$ cat config.mk
export PLATFORM = sky130hd
export DESIGN_NAME = cfg_serial_driver
export DESIGN_NICKNAME = d
export VERILOG_FILES = /design/src/rtl/cfg_serial_driver.sv
export SDC_FILE = /design/constraint.sdc
export NUM_CORES = 1
export LEC_CHECK = 0
export CORE_MARGIN = 2
export CORE_UTILIZATION = 35
export CTS_CLUSTER_DIAMETER = 40
export DETAILED_ROUTE_END_ITERATION = 8
export HOLD_SLACK_MARGIN = 0.05
export PLACE_DENSITY = 0.7
export REMOVE_ABC_BUFFERS = 1
export SETUP_SLACK_MARGIN = 0.15
export SYNTH_ARGS = -nofsm -noshare
export SYNTH_HDL_FRONTEND = slang
export SYNTH_SLANG_ARGS = --single-unit
$ cat constraint.sdc
create_clock -name clk -period 1.7 [get_ports clk]
set_input_delay 0.51 -clock clk [delete_from_list [all_inputs] [get_ports clk]]
set_output_delay 0.51 -clock clk [all_outputs]
set_load 0.01 [all_outputs]
$ cat src/rtl/cfg_serial_driver.sv
// Shifts one CFG_WIDTH-bit configuration word out MSB first, one bit per (SETUP_CYC + 1 + HOLD_CYC) cycles.
// A frame takes CFG_WIDTH*P + 1 cycles including the done pulse; cfg_ready stays low for the whole frame, and abort cancels it.
module cfg_serial_driver #(
   parameter int CFG_WIDTH = 24,
   parameter int SETUP_CYC = 1,
   parameter int HOLD_CYC  = 1
) (
   input  logic                 clk,
   input  logic                 rst_n,
   input  logic                 cfg_valid,
   output logic                 cfg_ready,
   input  logic [CFG_WIDTH-1:0] cfg_data,
   input  logic                 abort,
   output logic                 ser_data,
   output logic                 ser_strobe,
   output logic                 busy,
   output logic                 done
);

   localparam int PMAX = (SETUP_CYC > HOLD_CYC) ? SETUP_CYC : HOLD_CYC;
   localparam int BW   = $clog2(CFG_WIDTH + 1);
   localparam int PW   = $clog2(PMAX + 1);

   localparam logic [BW-1:0] BITS_LD  = BW'(CFG_WIDTH);
   localparam logic [PW-1:0] SETUP_LD = PW'(SETUP_CYC - 1);
   localparam logic [PW-1:0] HOLD_LD  = PW'((HOLD_CYC > 0) ? HOLD_CYC - 1 : 0);

   typedef enum logic [2:0] {IDLE, SETUP, STROBE, HOLD, DONE} state_t;

   state_t               state;
   logic [CFG_WIDTH-1:0] shreg;
   logic [BW-1:0]        bits_left;
   logic [PW-1:0]        phase;
   logic                 bit_end;

   // End of a bit period: straight after the strobe when there is no hold phase.
   assign bit_end = ((state == STROBE) && (HOLD_CYC == 0)) ||
                    ((state == HOLD) && (phase == '0));

   always_ff @(posedge clk or negedge rst_n) begin
      if (!rst_n) begin
         state      <= IDLE;
         shreg      <= '0;
         bits_left  <= '0;
         phase      <= '0;
         ser_data   <= 1'b0;
         ser_strobe <= 1'b0;
         busy       <= 1'b0;
         done       <= 1'b0;
         cfg_ready  <= 1'b1;
      end else if (state == IDLE) begin
         if (cfg_valid) begin
            shreg     <= cfg_data;
            bits_left <= BITS_LD;
            phase     <= SETUP_LD;
            ser_data  <= cfg_data[CFG_WIDTH-1];
            busy      <= 1'b1;
            cfg_ready <= 1'b0;
            state     <= SETUP;
         end
      end else if (abort) begin
         ser_data   <= 1'b0;
         ser_strobe <= 1'b0;
         busy       <= 1'b0;
         done       <= 1'b0;
         cfg_ready  <= 1'b1;
         state      <= IDLE;
      end else if (bit_end) begin
         ser_strobe <= 1'b0;
         bits_left  <= bits_left - 1'b1;
         if (bits_left == BW'(1)) begin
            ser_data <= 1'b0;
            done     <= 1'b1;
            state    <= DONE;
         end else begin
            shreg    <= shreg << 1;
            ser_data <= shreg[CFG_WIDTH-2];
            phase    <= SETUP_LD;
            state    <= SETUP;
         end
      end else begin
         case (state)
            SETUP: begin
               if (phase == '0) begin
                  ser_strobe <= 1'b1;
                  state      <= STROBE;
               end else begin
                  phase <= phase - 1'b1;
               end
            end
            STROBE: begin
               ser_strobe <= 1'b0;
               phase      <= HOLD_LD;
               state      <= HOLD;
            end
            HOLD: phase <= phase - 1'b1;
            DONE: begin
               done      <= 1'b0;
               busy      <= 1'b0;
               cfg_ready <= 1'b1;
               state     <= IDLE;
            end
            default: state <= IDLE;
         endcase
      end
   end

endmodule

Figure 1. Sizing map.
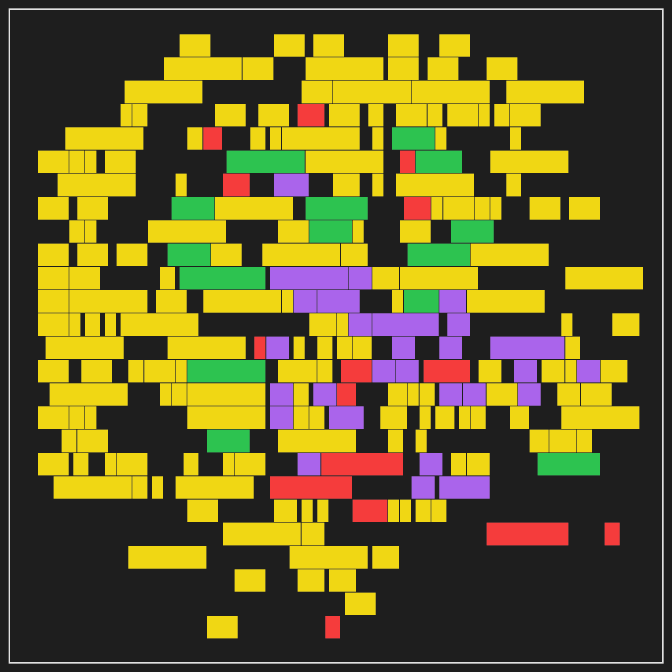
_3 and _4 cells -> purple  # cells 28
_0 and _1 cells -> yellow  # cells 173
_6 and larger -> green  # cells 14
_2 cells -> red  # cells 15
post-route cell area: 2600 um^2
Area Overhead vs Synth: 42.5%
Non-clk bufs: 60
Final WS setup: -0.0643 ns

Figure 2. Clock network drawn from the DEF.
Bar = 20 um.
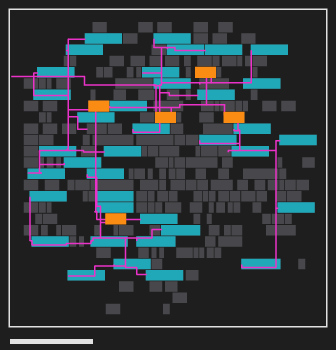
flip-flops -> cyan  # count 37
clock drivers -> orange  # count 5
clock wires -> magenta  # length 490 um
routed clock nets = 6
flops lie = widely spread
clock share of power: 0.154
clk latency late pin: 0.29 ns

Figure 3. Cell placement.
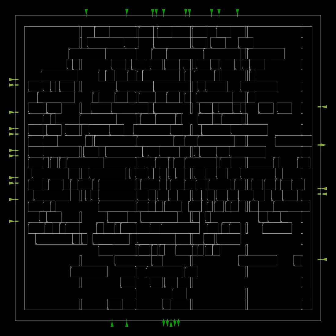
core area: 5070 um^2
final design utilization: 0.513
Fillers: 489

Figure 4. Sequential cells colored by netlist name.
Bar = 20 um. Other sequential cells in the stronger gray, the rest of the logic in the fainter gray.
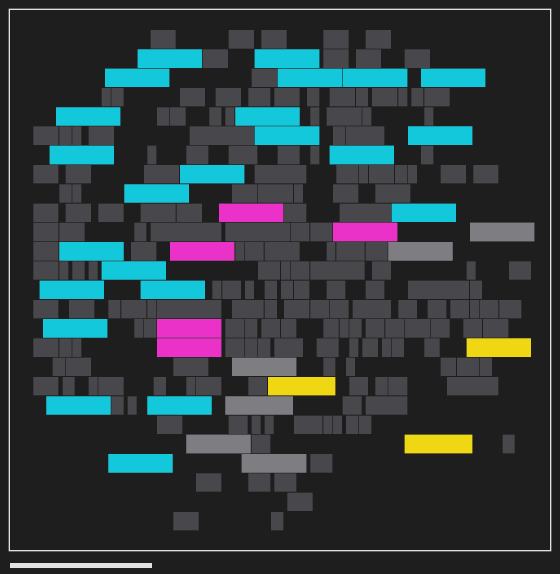
bits_left -> magenta  # sequential cells 5
state -> yellow  # sequential cells 3
shreg -> cyan  # sequential cells 23
not colored = 6
P_seq: 0.00148 W
register share of the cell area: 0.357
FF+latch area: 930 um^2

-- Yosys cell counts (2+ instances only) --
cell type | number | area share
inv_1 | 2 | 0.0041
a21oi_1 | 2 | 0.0055
ha_1 | 2 | 0.014
dfrtp_1 | 36 | 0.49
o21a_1 | 3 | 0.012
o21ai_0 | 27 | 0.074
nor3_1 | 2 | 0.0055
nand2_1 | 32 | 0.066
buf_2 | 4 | 0.011
xor2_1 | 3 | 0.014
mux2i_1 | 23 | 0.13
nor2_1 | 6 | 0.012
buf_6 | 4 | 0.025
or3_1 | 2 | 0.0069
nand3_1 | 5 | 0.014
-- state kept, by name, summed over array words and instances (netlist names) --
name and cells:
bits_left 5, busy 1, cfg_ready 1, done 1
phase 1, ser_data 1, ser_strobe 1, shreg 23
state 3
-- metal layers --
metal  GRT usage  up-vias  part of all wire
li1            -      714                 -
met1       0.175      674              0.46
met2       0.235       21              0.50
met3      0.0379        4             0.033
met4      0.0327        0            0.0084
met5           0        -                 0
-- what timing repair did --
action	4_1_cts	5_1_grt
cloned	1	2
hold buffers	0	0
setup endpoints to repair	37	31
setup buffers	4	1
resized	23	13
pin swaps	4	6
-- cells by family after synthesis --
logic type,Yosys count,synth area share
DFF,37,0.508
xor gates and xnor gates,4,0.0192
muxes,24,0.132
adders and majority gates,2,0.0137
and+or+nand+nor,55,0.158
buffers and inverters,12,0.0445
AOI/OAI and AO/OA,38,0.125
-- per-stage QoR --
step	util	TNS [ns]	setup WS [ns]	hold slack [ns]
finish	0.513	-0.817	-0.0643	0.153
global route	0.513	-2.59	-0.131	0.177
CTS	0.495	-0.312	-0.0350	0.166
detailed placement	0.459	-8.71	-0.325	0.457
global placement	0.459	-8.67	-0.299	0.453
floorplan	-	-9.66	-0.649	0.214
==> CHANGELOG.md <==
### Physical design

- Status: finished with violations
- Failing checks: setup timing
- Stages on worst setup path: 7
- Final WS setup: -0.0643 ns
- Cells after Synth: 172
- CTS buffer count: 5
- CTS Buffer Depth: 2
- Worst Path Max Fanout: 8
- Multi-In Gates: 123
- Max-cap viol count: 0
- Antenna Cells: 0
- GRT Total Usage: 0.138
- Post-synth regs: 37
- Comb pwr: 0.00210 W
- Reg2reg path depth: 7
- Crit path DAT: 1.94 ns
- Worst r2r dst: shreg[16]$_DFFE_PN0P_
- Switching share of power: 0.365
- NonClk Buf Share: 0.238
- P_leak: 1.18 nW
- H-tree depth: 2
- PwrDens: 1630 nW/um^2
- Flip-flops with a built-in enable: 0
- WL final: 3930 um
- Largest net degree at the start of global routing: 21
- Worst VDD drop: 0.606 mV
- Seq pwr share: 0.350
- CP Cell Sequence: inv_2, ha_4, or4b_4, a31oi_4, buf_12, clkbuf_16, o21ai_0
- TritonCTS Sinks: 37
- Worst R2R Setup Slack: -0.06 ns
- Clk. pwr: 0.000655 W
- Die width: 76.2 um
- # setup viols final: 22
Power and IR drop assume default switching activity.
